--- config.mk ---
export PLATFORM = sky130hd
export DESIGN_NAME = mem_access_stage
export DESIGN_NICKNAME = d
export VERILOG_FILES = /design/src/rtl/mem_access_stage.sv
export SDC_FILE = /design/constraint.sdc
export NUM_CORES = 1
export LEC_CHECK = 0
export ABC_AREA = 1
export CORE_UTILIZATION = 52
export DETAILED_ROUTE_END_ITERATION = 8
export GPL_ROUTABILITY_DRIVEN = 0
export PLACE_DENSITY = 0.9
export SETUP_SLACK_MARGIN = 0.05
export SLEW_MARGIN = 25
export SYNTH_ARGS = -nofsm -noshare
export SYNTH_HDL_FRONTEND = slang
export SYNTH_SLANG_ARGS = --single-unit
--- constraint.sdc ---
create_clock -name clock -period 5.3 [get_ports clock]
set_clock_uncertainty 0.15 [all_clocks]
set_input_delay 1.06 -clock clock [delete_from_list [all_inputs] [get_ports clock]]
set_output_delay 1.06 -clock clock [all_outputs]
set_load 0.005 [all_outputs]
--- src/rtl/mem_access_stage.sv ---
// mem_access_stage
//   MEM pipeline stage of the MIPS core. It takes one load/store from EX per
//   handshake and drives a word-addressed data memory that has a
//   combinational read and is written on posedge when op = SW.
//   Byte and halfword loads are handled by lane extraction (big-endian).
//   Byte and halfword stores are done as a read-modify-write.
//   Misaligned accesses raise a one-cycle exception instead of retiring.
//
// Ports
//   clock, reset                 rising-edge clock, synchronous active-high reset
//   ex_valid/ex_ready            EX handshake
//   ex_op/ex_addr/ex_wdata/ex_rt EX instruction: opcode, byte address, store data, load rd
//   mem_op/mem_addr/mem_wdata    memory request (0x23 read, 0x2B write, 0x00 idle)
//   mem_rdata                    memory read data, combinational on mem_addr
//   wb_valid/wb_we/wb_rd/wb_data registered retirement to writeback
//   exc_valid/exc_addr           registered address-error report
module mem_access_stage #(
  parameter int ADDR_W = 32
) (
  input  logic              clock,
  input  logic              reset,
  input  logic              ex_valid,
  output logic              ex_ready,
  input  logic [5:0]        ex_op,
  input  logic [ADDR_W-1:0] ex_addr,
  input  logic [31:0]       ex_wdata,
  input  logic [4:0]        ex_rt,
  output logic [5:0]        mem_op,
  output logic [ADDR_W-1:0] mem_addr,
  output logic [31:0]       mem_wdata,
  input  logic [31:0]       mem_rdata,
  output logic              wb_valid,
  output logic              wb_we,
  output logic [4:0]        wb_rd,
  output logic [31:0]       wb_data,
  output logic              exc_valid,
  output logic [ADDR_W-1:0] exc_addr
);

  localparam logic [5:0] OP_LB  = 6'h20;
  localparam logic [5:0] OP_LH  = 6'h21;
  localparam logic [5:0] OP_LW  = 6'h23;
  localparam logic [5:0] OP_LBU = 6'h24;
  localparam logic [5:0] OP_LHU = 6'h25;
  localparam logic [5:0] OP_SB  = 6'h28;
  localparam logic [5:0] OP_SH  = 6'h29;
  localparam logic [5:0] OP_SW  = 6'h2B;
  localparam logic [5:0] OP_NONE = 6'h00;

  typedef enum logic [1:0] {
    IDLE   = 2'd0,
    ACCESS = 2'd1,
    MERGE  = 2'd2
  } state_t;

  state_t state_r, state_next_s;

  logic [5:0]        op_r;
  logic [ADDR_W-1:0] addr_r;
  logic [31:0]       wdata_r;
  logic [4:0]        rt_r;
  logic [31:0]       rword_r;

  logic accept_s;
  logic aligned_s;
  logic is_load_s;
  logic is_rmw_s;
  logic [ADDR_W-1:0] word_addr_s;

  // Extract and extend the addressed lane of a word; byte offset 0 is bits 31:24.
  function automatic logic [31:0] load_extract(input logic [5:0] op,
                                               input logic [1:0] off,
                                               input logic [31:0] word);
    logic [7:0]  b;
    logic [15:0] h;
    logic [31:0] res;
    case (off)
      2'd0:    b = word[31:24];
      2'd1:    b = word[23:16];
      2'd2:    b = word[15:8];
      2'd3:    b = word[7:0];
      default: b = 8'h00;
    endcase
    h = off[1] ? word[15:0] : word[31:16];
    case (op)
      OP_LB:   res = {{24{b[7]}}, b};
      OP_LBU:  res = {24'h000000, b};
      OP_LH:   res = {{16{h[15]}}, h};
      OP_LHU:  res = {16'h0000, h};
      OP_LW:   res = word;
      default: res = 32'h0000_0000;
    endcase
    return res;
  endfunction

  // Replace the addressed byte/halfword lane of a word with store data.
  function automatic logic [31:0] store_merge(input logic [5:0] op,
                                              input logic [1:0] off,
                                              input logic [31:0] word,
                                              input logic [31:0] data);
    logic [31:0] res;
    res = word;
    if (op == OP_SB) begin
      case (off)
        2'd0:    res[31:24] = data[7:0];
        2'd1:    res[23:16] = data[7:0];
        2'd2:    res[15:8]  = data[7:0];
        2'd3:    res[7:0]   = data[7:0];
        default: res = word;
      endcase
    end else if (off[1]) begin
      res[15:0] = data[15:0];
    end else begin
      res[31:16] = data[15:0];
    end
    return res;
  endfunction

  assign accept_s    = ex_valid && ex_ready;
  assign word_addr_s = {addr_r[ADDR_W-1:2], 2'b00};

  // Classify the latched instruction: alignment, load, read-modify-write store.
  always_comb begin
    aligned_s = 1'b1;
    is_load_s = 1'b0;
    case (op_r)
      OP_LB, OP_LBU:        is_load_s = 1'b1;
      OP_LH, OP_LHU: begin
        is_load_s = 1'b1;
        aligned_s = (addr_r[0] == 1'b0);
      end
      OP_SH:                aligned_s = (addr_r[0] == 1'b0);
      OP_LW: begin
        is_load_s = 1'b1;
        aligned_s = (addr_r[1:0] == 2'b00);
      end
      OP_SW:                aligned_s = (addr_r[1:0] == 2'b00);
      default: begin
        aligned_s = 1'b1;
        is_load_s = 1'b0;
      end
    endcase
    // A misaligned SH becomes a single-cycle exception, so it never merges.
    is_rmw_s = aligned_s && ((op_r == OP_SB) || (op_r == OP_SH));
  end

  // Handshake: open in IDLE and in single-cycle ACCESS, closed while reset is high.
  always_comb begin
    ex_ready = 1'b0;
    if (reset) begin
      ex_ready = 1'b0;
    end else begin
      case (state_r)
        IDLE:    ex_ready = 1'b1;
        ACCESS:  ex_ready = !is_rmw_s;
        MERGE:   ex_ready = 1'b0;
        default: ex_ready = 1'b0;
      endcase
    end
  end

  // Memory request. This is combinational so that a reset raised during MERGE
  // cancels the write in the same cycle.
  always_comb begin
    mem_op    = OP_NONE;
    mem_addr  = '0;
    mem_wdata = 32'h0000_0000;
    if (reset) begin
      mem_op = OP_NONE;
    end else begin
      case (state_r)
        ACCESS: begin
          if (aligned_s && (is_load_s || is_rmw_s)) begin
            mem_op   = OP_LW;
            mem_addr = word_addr_s;
          end else if (aligned_s && (op_r == OP_SW)) begin
            mem_op    = OP_SW;
            mem_addr  = word_addr_s;
            mem_wdata = wdata_r;
          end else begin
            mem_op = OP_NONE;
          end
        end
        MERGE: begin
          mem_op    = OP_SW;
          mem_addr  = word_addr_s;
          mem_wdata = store_merge(op_r, addr_r[1:0], rword_r, wdata_r);
        end
        default: mem_op = OP_NONE;
      endcase
    end
  end

  // Next-state logic.
  always_comb begin
    state_next_s = state_r;
    case (state_r)
      IDLE:    state_next_s = accept_s ? ACCESS : IDLE;
      ACCESS: begin
        if (is_rmw_s) begin
          state_next_s = MERGE;
        end else if (accept_s) begin
          state_next_s = ACCESS;
        end else begin
          state_next_s = IDLE;
        end
      end
      MERGE:   state_next_s = IDLE;
      default: state_next_s = IDLE;
    endcase
  end

  // State register, instruction latch and registered writeback/exception outputs.
  always_ff @(posedge clock) begin
    if (reset) begin
      state_r   <= IDLE;
      op_r      <= 6'h00;
      addr_r    <= '0;
      wdata_r   <= 32'h0000_0000;
      rt_r      <= 5'd0;
      rword_r   <= 32'h0000_0000;
      wb_valid  <= 1'b0;
      wb_we     <= 1'b0;
      wb_rd     <= 5'd0;
      wb_data   <= 32'h0000_0000;
      exc_valid <= 1'b0;
      exc_addr  <= '0;
    end else begin
      state_r   <= state_next_s;
      wb_valid  <= 1'b0;
      wb_we     <= 1'b0;
      exc_valid <= 1'b0;
      if (accept_s) begin
        op_r    <= ex_op;
        addr_r  <= ex_addr;
        wdata_r <= ex_wdata;
        rt_r    <= ex_rt;
      end
      if (state_r == ACCESS) begin
        if (is_rmw_s) begin
          rword_r <= mem_rdata;
        end else if (!aligned_s) begin
          exc_valid <= 1'b1;
          exc_addr  <= addr_r;
        end else begin
          wb_valid <= 1'b1;
          wb_we    <= is_load_s && (rt_r != 5'd0);
          wb_rd    <= rt_r;
          if (is_load_s) begin
            wb_data <= load_extract(op_r, addr_r[1:0], mem_rdata);
          end
        end
      end else if (state_r == MERGE) begin
        wb_valid <= 1'b1;
        wb_we    <= 1'b0;
        wb_rd    <= rt_r;
      end
    end
  end

endmodule
Fig. 1: clock nets
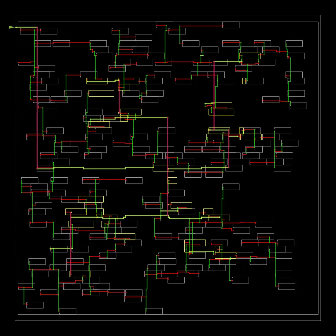
Skew-Pair Late Insertion Delay: 0.43 ns
CTS Buf Count: 17

Fig. 2: cells by drive strength
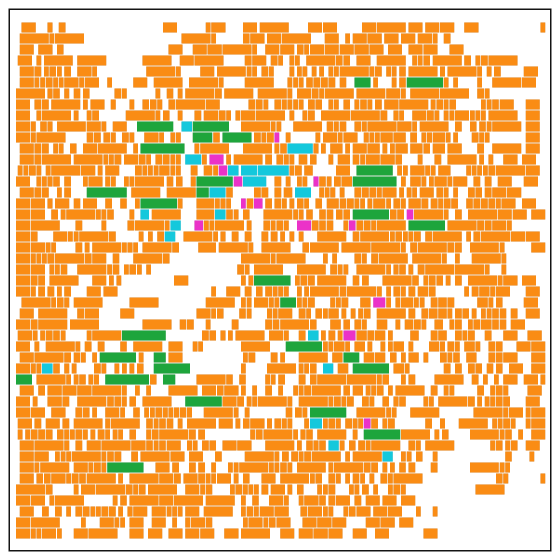
[drive 2] magenta | cells: 14 | share: 0.92%
[drive 1 or less] orange | cells: 1464 | share: 96% | most used: clkdlybuf4s50_1
[drive 6 and up] green | cells: 31 | share: 2.0% | most used: clkbuf_16
[drive 3 to 4] cyan | cells: 19 | share: 1.2% | most used: buf_4
fin area: 12010 um^2
Area growth syn-to-layout: 33.48%

Fig. 3: the metal 2 layer
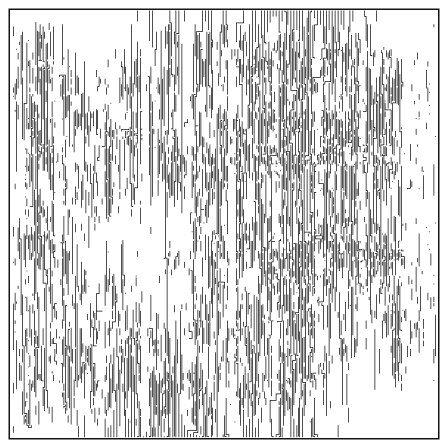
wire length on this layer: 13100 um
share of all routed wire: 47%
nets with wire on the layer: 1333
longest straight run: 52.7 um
vias: 9661
met2 Resource Use GR: 50.90%
final wirelength: 27.92 mm

Fig. 4: logic cells by family
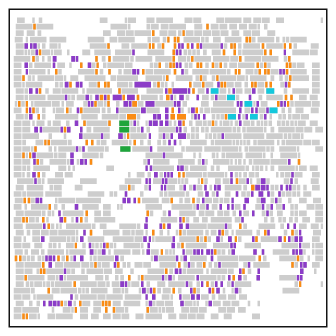
[adder and majority cells] green | cells: 3
[NOR gates] orange | cells: 202 | where: widely spread
[multiplexers] cyan | cells: 7
[NAND gates] purple | cells: 303 | where: widely spread

==> reports/results.env <==
STATUS='complete, no violations'
SIMPLE_GATE_AREA_SHARE_PCT=23.55
TIMING.RR.START='op_r[0]'
DIE_H_UM=133.5
AREA.SHARE.COMBINATIONAL_PCT=35.40
SEQ_AREA_UM2=3623
DESIGN.DIE.AREA_UM2=17830
INITIALDRTVIOLATIONCOUNT=848
DR.MAX_LAYER_USED='met4'
LAYOUT.CELLS.MOST_COMMON='sky130_fd_sc_hd__clkdlybuf4s50_1'
CRITICAL-PATH-TOP-CELL-BY-COUNT='sky130_fd_sc_hd__nand2_1'
DRCVIOLATIONCOUNT=0
POWER.STATIC_LEAKAGE_nW=4.930
DETAIL-ROUTE-ANTENNA-NETS=0
SYNTHMUXAREASHARE_PCT=0.7789
TIMING.HOLD.WORST.START='rword_r[10]'
YS_SH_AOI_PCT=22.24
DETAIL_ROUTE_MET2_WL_MM=13.07
NUM-CLOCK-BUFFERS=19
LAYOUT.NONCLK_BUF_SHARE_PCT=21.63
FINAL-CLK-CELL-SHARE_PCT=5.293
POWER.SEQUENTIAL.FRACTION_PCT=44.7
CELL_TYPE_OF_THE_SLOWEST_STAGE_ON_THE_WORST_TIMING_PATH='sky130_fd_sc_hd__nor3_1'
WORST-R2R-SETUP-SLACK_NS=1.90
SYNTHESIS.AREA_UM2=8996
DESIGN.PORTCOUNT=253
FINAL_CRITICAL_PATH_TIME_INCLUDING_I_O_DELAYS_AND_SETUP_NS=4.869
FLOPS=181
POSTCTSSETUPBUFFERS=0
POWER.COMBINATIONAL.FRACTION_PCT=13.5
WELL_TAP_COUNT=220
REPORT.POWER.TOTAL_mW=3.282
FINALMAXSLEWVIOLATIONS=0
SETUP.WORST_PATH.END_CLASS='primary output'
TIMING.FINAL.SETUP_VIOLATIONS=0
GRT_OVERFLOW_TOTAL=0
GR-USAGE-MET1_PCT=36.95
POWER.CLOCK.FRACTION_PCT=41.8
LOGIC_FAMILY='simple AND/OR/NAND/NOR gates'
POWER_COMBINATIONAL_uW=442
SEQ-CELL-SHARE_PCT=30.18
LAYOUT_TOP_CELLS='sky130_fd_sc_hd__clkdlybuf4s50_1, sky130_fd_sc_hd__nand2_1, sky130_fd_sc_hd__nor2_1'
PATH_DELAY_FAMILY='simple AND/OR/NAND/NOR gates'
POST_ROUTE_CELLS_DRIVE_ABOVE_1_SHARE_PCT=4.188
USE_MET3_PCT=10.35
CRITPATHARRIVALTIME_NS=3.66
CTS.HTREE.LEVELS=4
GR-MAX-USAGE-LAYER='met2'
LAYOUT_WORST_PATH_CYCLE_SHARE_PCT=91.86
MAPPED_CELLS=1338
CELL_INTERNAL_PWR_mW=2.417
HOLD_VIOL_FINAL=0
GRT_START_MAX_NET_PINS=123
PLACE_WS_NS=0.8266
ROUTED_VIA_DENSITY=5.527
YS_FF=181
FIN_HOLD_WS_NS=0.3162
NFILLCELLS=1382
SYNTHDISTINCTLIBCELLS=37
PLACE_AREA_UM2=11360
MAX_FREQ_MHz=205.4
SETUP.WORST_PATH.END='mem_wdata[13]'
POST-ROUTE-UTIL_PCT=71.65
YOSYSSEQAREASHARE_PCT=40.28
WORST-PATH-STAGES=9
SWSHARE_PCT=26.36
NNONCLKBUFFERS=260
CLK_PATH_BUF_DEPTH=2
YS_TOP_CELLS_BY_AREA='sky130_fd_sc_hd__dfxtp_1, sky130_fd_sc_hd__a21oi_1, sky130_fd_sc_hd__nand2_1'
SYNTHDOMINANTAREACELLTYPE='sky130_fd_sc_hd__dfxtp_1'
FINAL_CRITICAL_PATH_SETUP_SLACK_NS=0.4314
DP_HPWL_MM=19.66
SYNTHADDERAREAFRAC_PCT=0.4172
LAYOUT.CELLS.LARGEST_CLASS='multi-input combinational cells'
MULTIINPUTCOMBCELLCOUNT=889
CRITPATHLAUNCHTYPE='flip-flop'
POWER_LEADER='sequential cells'
CPPEAKSTAGEDELAY_NS=0.80
CORE_UTIL_FLOORPLAN_PCT=53.68
POST-SYNTH-TOP-AREA-FRACTION_PCT=40.28
ENABLE_FLOP_CELLS=0
SYNTH-XOR-AREA-SHARE_PCT=0
HOLD_PATH.CLASS='reg -> reg'
YOSYS-STAT-CELLS=1338
SHARE_OF_FLIP_FLOPS_WITH_AN_ASYNCHRONOUS_SET_OR_RESET_PCT=0
MOST_COMMON_CELL='sky130_fd_sc_hd__nand2_1'
TIMING.SETUP.TNS_NS=0
SYN_AVG_CELL_AREA_UM2=6.724
MAX_CAP_VIOLATIONS=0
NUMBER_OF_BUFFERS_AND_INVERTERS_ON_THE_CRITICAL_PATH=3
DIE.SIZE.X_UM=133.5
NUM-NONCLK-INVERTERS=166
SYNTHTOPCELLSBYCOUNT='sky130_fd_sc_hd__nand2_1, sky130_fd_sc_hd__nor2_1, sky130_fd_sc_hd__a21oi_1'
WORSTPATHMAXFANOUT=27
DRT_PASS1_ITERATIONS=6
RELSLEWSLACK_PCT=31.70
WIRE_PER_INST_UM=15.97
REQUIRED_NS=4.09
MULTI_INPUT_COMB_AREA_UM2=4250
FLOORPLAN.ROWS=47
HOLDPATHEND='rword_r[10]'
CLOCKNETWORKPOWER_mW=1.37
